File: src/rtl/packet_switch_pkg.sv
// Shared constants for the packet_switch lookup path.
// Holds the TCAM key/result widths, the channel limit of the multi-channel
// lookup interface and the bit positions inside its err_sticky vector.
package packet_switch_pkg;

  localparam int unsigned tuple_map_width   = 32;
  localparam int unsigned TCAM_RESULT_WIDTH = 16;

  localparam int unsigned LKUP_MAX_CH = 16;

  // err_sticky bit positions
  localparam int unsigned ERR_BAD_TID = 0;
  localparam int unsigned ERR_RSP_OVF = 1;
  localparam int unsigned ERR_RSP_UDF = 2;
  localparam int unsigned ERR_WIDTH   = 3;

endpackage

File: src/rtl/lkup_rr_arb.sv
// Round-robin arbiter over NUM_CH request lines.
// Ports: clk/rst (sync, active-high); req request vector; advance strobe
// (grant accepted); grant one-hot, grant_idx index, grant_vld any request.
// Grant outputs are combinational from req and the rotating pointer; the
// pointer moves past the winner only when advance is seen with a grant.
module lkup_rr_arb #(
  parameter int NUM_CH = 4,
  parameter int IW     = (NUM_CH > 1) ? $clog2(NUM_CH) : 1
) (
  input  logic              clk,
  input  logic              rst,
  input  logic [NUM_CH-1:0] req,
  input  logic              advance,
  output logic [NUM_CH-1:0] grant,
  output logic [IW-1:0]     grant_idx,
  output logic              grant_vld
);

  logic [IW-1:0] ptr_r;
  int            cand_s;

  // Scan from the lowest priority rank to the highest so the last hit wins.
  always_comb begin
    grant_vld = 1'b0;
    grant_idx = '0;
    cand_s    = 0;
    for (int off = NUM_CH - 1; off >= 0; off--) begin
      cand_s    = (int'(ptr_r) + off >= NUM_CH) ? int'(ptr_r) + off - NUM_CH
                                                : int'(ptr_r) + off;
      grant_idx = req[cand_s[IW-1:0]] ? cand_s[IW-1:0] : grant_idx;
      grant_vld = grant_vld | req[cand_s[IW-1:0]];
    end
  end

  assign grant = grant_vld ? (NUM_CH'(1) << grant_idx) : '0;

  // Rotating priority pointer, advanced past the accepted winner.
  always_ff @(posedge clk) begin
    if (rst) begin
      ptr_r <= '0;
    end else if (advance && grant_vld) begin
      ptr_r <= (grant_idx == IW'(NUM_CH - 1)) ? '0 : grant_idx + IW'(1);
    end
  end

endmodule

File: src/rtl/packet_switch_ipbb_sdc_fifo_inff.sv
// Single-clock show-ahead FIFO with a registered output word.
// Ports: clk/rst (sync, active-high); wr/wr_data push; rd pops the head;
// rd_data/empty describe the registered head; overflow/underflow are
// one-cycle pulses on a push into a full store or a pop while empty.
// A pushed word reaches the head two edges after the push is presented.
module packet_switch_ipbb_sdc_fifo_inff
  import packet_switch_pkg::*;
#(
  parameter int DWD       = 17,
  parameter int NUM_WORDS = 16
) (
  input  logic           clk,
  input  logic           rst,
  input  logic           wr,
  input  logic [DWD-1:0] wr_data,
  input  logic           rd,
  output logic [DWD-1:0] rd_data,
  output logic           empty,
  output logic           overflow,
  output logic           underflow
);

  localparam int AW = $clog2(NUM_WORDS);

  logic [DWD-1:0] mem_r [NUM_WORDS];
  logic [AW-1:0]  wr_ptr_r;
  logic [AW-1:0]  rd_ptr_r;
  logic [AW:0]    cnt_r;
  logic           out_vld_r;
  logic [DWD-1:0] out_data_r;
  logic           load_s;
  logic           wr_ok_s;

  // Refill the head register whenever it is free or being popped.
  always_comb begin
    load_s  = (cnt_r != '0) && (!out_vld_r || rd);
    wr_ok_s = wr && ((cnt_r != (AW+1)'(NUM_WORDS)) || load_s);
  end

  // Storage array; no reset needed, validity is tracked by the counters.
  always_ff @(posedge clk) begin
    if (wr_ok_s) begin
      mem_r[wr_ptr_r] <= wr_data;
    end
  end

  // Pointers, occupancy, head register and error pulses.
  always_ff @(posedge clk) begin
    if (rst) begin
      wr_ptr_r   <= '0;
      rd_ptr_r   <= '0;
      cnt_r      <= '0;
      out_vld_r  <= 1'b0;
      out_data_r <= '0;
      overflow   <= 1'b0;
      underflow  <= 1'b0;
    end else begin
      if (wr_ok_s) begin
        wr_ptr_r <= wr_ptr_r + AW'(1);
      end
      cnt_r <= cnt_r + {{AW{1'b0}}, wr_ok_s} - {{AW{1'b0}}, load_s};
      if (load_s) begin
        out_data_r <= mem_r[rd_ptr_r];
        out_vld_r  <= 1'b1;
        rd_ptr_r   <= rd_ptr_r + AW'(1);
      end else if (rd) begin
        out_vld_r <= 1'b0;
      end
      overflow  <= wr && !wr_ok_s;
      underflow <= rd && !out_vld_r;
    end
  end

  assign rd_data = out_data_r;
  assign empty   = !out_vld_r;

endmodule

File: src/rtl/lkup_tcam_mc_intf.sv
// Multi-channel TCAM lookup interface.
// Round-robin arbitrates NUM_CH request queues onto one TCAM key port
// (tagged with the channel id) and steers tagged responses into per-channel
// response FIFOs. Per-channel credits (outstanding + queued) cap each channel
// at RSP_FIFO_DEPTH so responses never need back-pressure.
// Ports:
//   clk, rst                       clock, sync active-high reset
//   ch_req_empty/key/rd            per-channel request queues (rd = pop)
//   tcam_req_*                     key request to the TCAM
//   tcam_rsp_*                     tagged response from the TCAM
//   rsp_fifo_empty/rd              per-channel response FIFO status/pop
//   tcam_rsp_found/result          per-channel response FIFO head
//   err_sticky                     [0] bad tid, [1] overflow, [2] underflow
module lkup_tcam_mc_intf
  import packet_switch_pkg::*;
#(
  parameter int NUM_CH         = 4,
  parameter int CHTID_WIDTH    = (NUM_CH > 1) ? $clog2(NUM_CH) : 1,
  parameter int KEY_WIDTH      = int'(tuple_map_width),
  parameter int RESULT_WIDTH   = int'(TCAM_RESULT_WIDTH),
  parameter int RSP_FIFO_DEPTH = 16
) (
  input  logic                           clk,
  input  logic                           rst,
  input  logic [NUM_CH-1:0]              ch_req_empty,
  input  logic [NUM_CH*KEY_WIDTH-1:0]    ch_req_key,
  output logic [NUM_CH-1:0]              ch_req_rd,
  output logic                           tcam_req_tvalid,
  input  logic                           tcam_req_tready,
  output logic [CHTID_WIDTH-1:0]         tcam_req_tid,
  output logic [KEY_WIDTH-1:0]           tcam_req_tuser_key,
  input  logic                           tcam_rsp_tvalid,
  input  logic [CHTID_WIDTH-1:0]         tcam_rsp_tid,
  input  logic                           tcam_rsp_tuser_found,
  input  logic [RESULT_WIDTH-1:0]        tcam_rsp_tuser_result,
  output logic                           tcam_rsp_tready,
  output logic [NUM_CH-1:0]              rsp_fifo_empty,
  input  logic [NUM_CH-1:0]              rsp_fifo_rd,
  output logic [NUM_CH-1:0]              tcam_rsp_found,
  output logic [NUM_CH*RESULT_WIDTH-1:0] tcam_rsp_result,
  output logic [2:0]                     err_sticky
);

  localparam int CW  = $clog2(RSP_FIFO_DEPTH) + 1;
  localparam int DWD = 1 + RESULT_WIDTH;

  logic                    rst_q_r;
  logic                    rsp_tready_r;
  logic                    run_s;
  logic [NUM_CH-1:0]       elig_s;
  logic [NUM_CH-1:0]       grant_oh_s;
  logic [CHTID_WIDTH-1:0]  grant_idx_s;
  logic                    grant_vld_s;
  logic                    fire_s;
  logic [KEY_WIDTH-1:0]    key_s;
  logic [CW-1:0]           cred_r [NUM_CH];
  logic [NUM_CH-1:0]       cred_inc_s;
  logic [NUM_CH-1:0]       cred_dec_s;
  logic                    rsp_acc_s;
  logic                    tid_ok_s;
  logic                    rsp_vld_r;
  logic [CHTID_WIDTH-1:0]  rsp_tid_r;
  logic                    rsp_found_r;
  logic [RESULT_WIDTH-1:0] rsp_result_r;
  logic [NUM_CH-1:0]       fifo_wr_s;
  logic [NUM_CH-1:0]       fifo_ovf_s;
  logic [NUM_CH-1:0]       fifo_udf_s;
  logic [DWD-1:0]          fifo_dout_s [NUM_CH];
  logic [2:0]              err_r;

  // Two-stage reset release: tready (and arbitration) stays off for the
  // reset cycle and the one after, giving the TCAM time to come out of reset.
  always_ff @(posedge clk) begin
    if (rst) begin
      rst_q_r      <= 1'b1;
      rsp_tready_r <= 1'b0;
    end else begin
      rst_q_r      <= 1'b0;
      rsp_tready_r <= !rst_q_r;
    end
  end

  assign run_s = rsp_tready_r && !rst;

  // Eligibility, key selection and credit strobes.
  always_comb begin
    key_s = '0;
    for (int c = 0; c < NUM_CH; c++) begin
      elig_s[c]     = run_s && !ch_req_empty[c] && (cred_r[c] < CW'(RSP_FIFO_DEPTH));
      key_s         = key_s | ({KEY_WIDTH{grant_oh_s[c]}} & ch_req_key[c*KEY_WIDTH +: KEY_WIDTH]);
      cred_inc_s[c] = fire_s && grant_oh_s[c];
      cred_dec_s[c] = rsp_fifo_rd[c] && !rsp_fifo_empty[c];
    end
  end

  lkup_rr_arb #(
    .NUM_CH (NUM_CH),
    .IW     (CHTID_WIDTH)
  ) u_arb (
    .clk       (clk),
    .rst       (rst),
    .req       (elig_s),
    .advance   (fire_s),
    .grant     (grant_oh_s),
    .grant_idx (grant_idx_s),
    .grant_vld (grant_vld_s)
  );

  assign fire_s             = grant_vld_s && tcam_req_tready;
  assign tcam_req_tvalid    = grant_vld_s;
  assign tcam_req_tid       = grant_idx_s;
  assign tcam_req_tuser_key = key_s;
  assign ch_req_rd          = grant_oh_s & {NUM_CH{fire_s}};
  assign tcam_rsp_tready    = rsp_tready_r;

  // Per-channel credit counters: +1 on grant, -1 on a real pop.
  always_ff @(posedge clk) begin
    for (int c = 0; c < NUM_CH; c++) begin
      if (rst) begin
        cred_r[c] <= '0;
      end else begin
        case ({cred_inc_s[c], cred_dec_s[c]})
          2'b10:   cred_r[c] <= cred_r[c] + CW'(1);
          2'b01:   cred_r[c] <= cred_r[c] - CW'(1);
          default: cred_r[c] <= cred_r[c];
        endcase
      end
    end
  end

  assign rsp_acc_s = tcam_rsp_tvalid && rsp_tready_r;
  assign tid_ok_s  = ({1'b0, tcam_rsp_tid} < (CHTID_WIDTH+1)'(NUM_CH));

  // One register stage on the response path; out-of-range tags are dropped.
  always_ff @(posedge clk) begin
    if (rst) begin
      rsp_vld_r    <= 1'b0;
      rsp_tid_r    <= '0;
      rsp_found_r  <= 1'b0;
      rsp_result_r <= '0;
    end else begin
      rsp_vld_r    <= rsp_acc_s && tid_ok_s;
      rsp_tid_r    <= tcam_rsp_tid;
      rsp_found_r  <= tcam_rsp_tuser_found;
      rsp_result_r <= tcam_rsp_tuser_result;
    end
  end

  for (genvar c = 0; c < NUM_CH; c++) begin : g_ch
    assign fifo_wr_s[c] = rsp_vld_r && (rsp_tid_r == CHTID_WIDTH'(c));

    packet_switch_ipbb_sdc_fifo_inff #(
      .DWD       (DWD),
      .NUM_WORDS (RSP_FIFO_DEPTH)
    ) u_rsp_fifo (
      .clk       (clk),
      .rst       (rst),
      .wr        (fifo_wr_s[c]),
      .wr_data   ({rsp_found_r, rsp_result_r}),
      .rd        (rsp_fifo_rd[c]),
      .rd_data   (fifo_dout_s[c]),
      .empty     (rsp_fifo_empty[c]),
      .overflow  (fifo_ovf_s[c]),
      .underflow (fifo_udf_s[c])
    );

    assign tcam_rsp_found[c]                                  = fifo_dout_s[c][DWD-1];
    assign tcam_rsp_result[c*RESULT_WIDTH +: RESULT_WIDTH]    = fifo_dout_s[c][RESULT_WIDTH-1:0];
  end

  // Sticky error flags, cleared only by reset.
  always_ff @(posedge clk) begin
    if (rst) begin
      err_r <= '0;
    end else begin
      err_r[ERR_BAD_TID] <= err_r[ERR_BAD_TID] | (rsp_acc_s && !tid_ok_s);
      err_r[ERR_RSP_OVF] <= err_r[ERR_RSP_OVF] | (|fifo_ovf_s);
      err_r[ERR_RSP_UDF] <= err_r[ERR_RSP_UDF] | (|fifo_udf_s);
    end
  end

  assign err_sticky = err_r;

endmodule
File: config.mk
export PLATFORM = sky130hd
export DESIGN_NAME = lkup_tcam_mc_intf
export DESIGN_NICKNAME = d
export VERILOG_FILES = /design/src/rtl/packet_switch_pkg.sv /design/src/rtl/lkup_rr_arb.sv /design/src/rtl/packet_switch_ipbb_sdc_fifo_inff.sv /design/src/rtl/lkup_tcam_mc_intf.sv
export SDC_FILE = /design/constraint.sdc
export NUM_CORES = 1
export LEC_CHECK = 0
export CORE_UTILIZATION = 45
export DETAILED_ROUTE_END_ITERATION = 8
export SKIP_LAST_GASP = 1
export SYNTH_ARGS = -nofsm -noshare
export SYNTH_HDL_FRONTEND = slang
export SYNTH_SLANG_ARGS = --single-unit
File: constraint.sdc
create_clock -name clk -period 5.22 [get_ports clk]
set_input_delay 0.522 -clock clk [delete_from_list [all_inputs] [get_ports clk]]
set_output_delay 0.522 -clock clk [all_outputs]
set_load 0.01 [all_outputs]
==> metrics.cfg <==
[yosys]
numSynthFlops=1266
syn_avg_cell_area_sq_um=18.9
synthCells=2662
common_cells=edfxtp_1 (1108), mux4_2 (272), dfxtp_1 (158)
yosysWarnings=0
edf_count=1108
postSynthSeqShare=0.724
netlist-cell-type-count=62
ys_cells=2662
ys_async_sr_fraction=0
synth.most_common_cell=edfxtp_1
top_area_frac=0.661
ff_type=edfxtp_1
top_area_cell=edfxtp_1

[pwr]
p_int_w=0.0196
p_leak_nw=19.1
p_sw_w=0.00710
power.share.clock=0.348
p_sw_frac=0.266
maxPowerGroup=registers
pwr-share-comb=0.196
ir_worst_vdd_v=0.000233
power_density_nw_per_um2=449
pg_seq_w=0.0122

[clocking]
postCtsSetupBuffers=0
path_clk_slew_ns=0.06
cts_sinks=1266
cts_max_path_buffers=3
htreeDepth=4
insertion_delay_ns=0.73
numCtsBuffers=130
hold_buffers=0
cts_tree=built

[hold_path]
min_from=rst
holdCritPathClass=in -> reg
whs_path_depth=2

[worst_setup_path]
rrSetupSlack_ns=1.24
endpoint=tcam_req_tuser_key[27]
cp_cell_sequence=nor4b_2, o221ai_1, a21oi_2, ha_1, buf_4, a22oi_1, a21oi_1, clkdlybuf4s50_1
start_kind=flip-flop
cp_num_cells=8
r2r_end=cred_r[0][3]$_DFFE_PP_
crit_fanout=20
end_kind=output pin
timing.rr.start=tcam_rsp_tready$_SDFF_PP0_
crit_start=tcam_rsp_tready$_SDFF_PP0_
required_ns=4.70

[place]
post-place-ws_ns=0.256
io_buffers=272
dp_hpwl_um=70000
place_area_sq_um=55200
dp.cells=4374

[die]
rows=122
fp_util=0.454
coreArea_sq_um=111000

[status]
status=completed

[cells_and_area]
regMostFlops=g_ch.u_rsp_fifo.mem_r
drive_above_1_share=0.208
largest_reg_flops=1088
utilization=0.537
stdcell_count=4620
lay_top_count=edfxtp_1
nets=3245

[global_routing]
grt_max_degree=70
antenna_found_initial=3
grt_pass1_wl_um=179000
use_met3=0.0395
grt-ovfl-total=0
track_usage=0.215
top_usage_layer=met2

[routing]
drc=0
wl_um=121000
first_pass_iters=5
wl_met2_um=59800
via_count=26400
top_layer_used=met4
postRouteAntennaNets=0

[sta]
setup_viol=0
max_freq_ghz=0.211
finalHoldViolations=0
post-route-min-period_ns=4.73
setup_slack_ns=0.490
skew_ns=0.0279
slew_headroom=0.281
setup_tns_ns=0
rsz0062_at_grt=no

[job]
tool_warnings=53
drv_cap=0

cells by family after synthesis:
group	after synthesis	synth area share
flip-flops	1266	0.724
other	1	0.0000745
XOR/XNOR	40	0.00696
adder cells (fa/ha/maj)	68	0.0175
multiplexers	413	0.150
AND/OR/NAND/NOR	385	0.0438
AND-OR/OR-AND	257	0.0382
buffers and inverters	232	0.0199
layout make-up:
| cell class | instances | area [sq um] |
|---|---|---|
| Fill cell | 8594 | 51300 |
| Sequential cell | 1266 | 36500 |
| Multi-Input combinational cell | 1164 | 13000 |
| Clock buffer | 180 | 3620 |
| Timing Repair Buffer | 381 | 3540 |
| Tap cell | 1488 | 1860 |
| Clock inverter | 62 | 683 |
| Inverter | 75 | 284 |
| Antenna cell | 4 | 10.0 |
Figure 1. Routed metal, one color a layer.
Bar = 100 um. Two of the layers only.
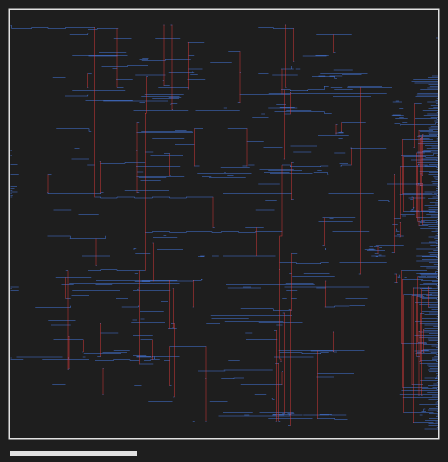
red -> metal 4  # wire length 3580 um
blue -> metal 3  # wire length 7720 um

Figure 2. Routing congestion map.
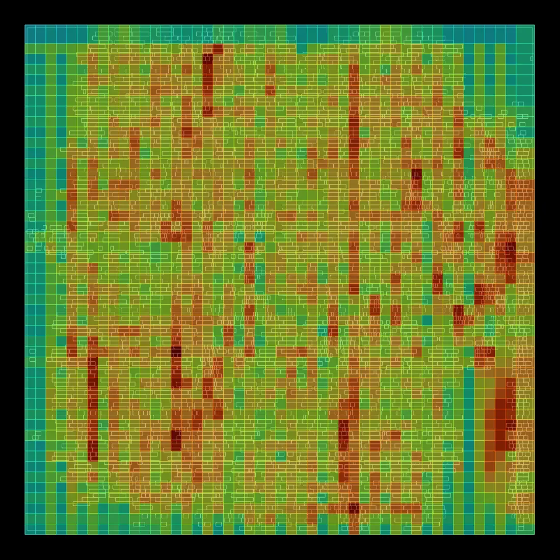
met1 Use GR: 0.281
M2 GR Usage: 0.362

Power is estimated from default activity; no workload was simulated.
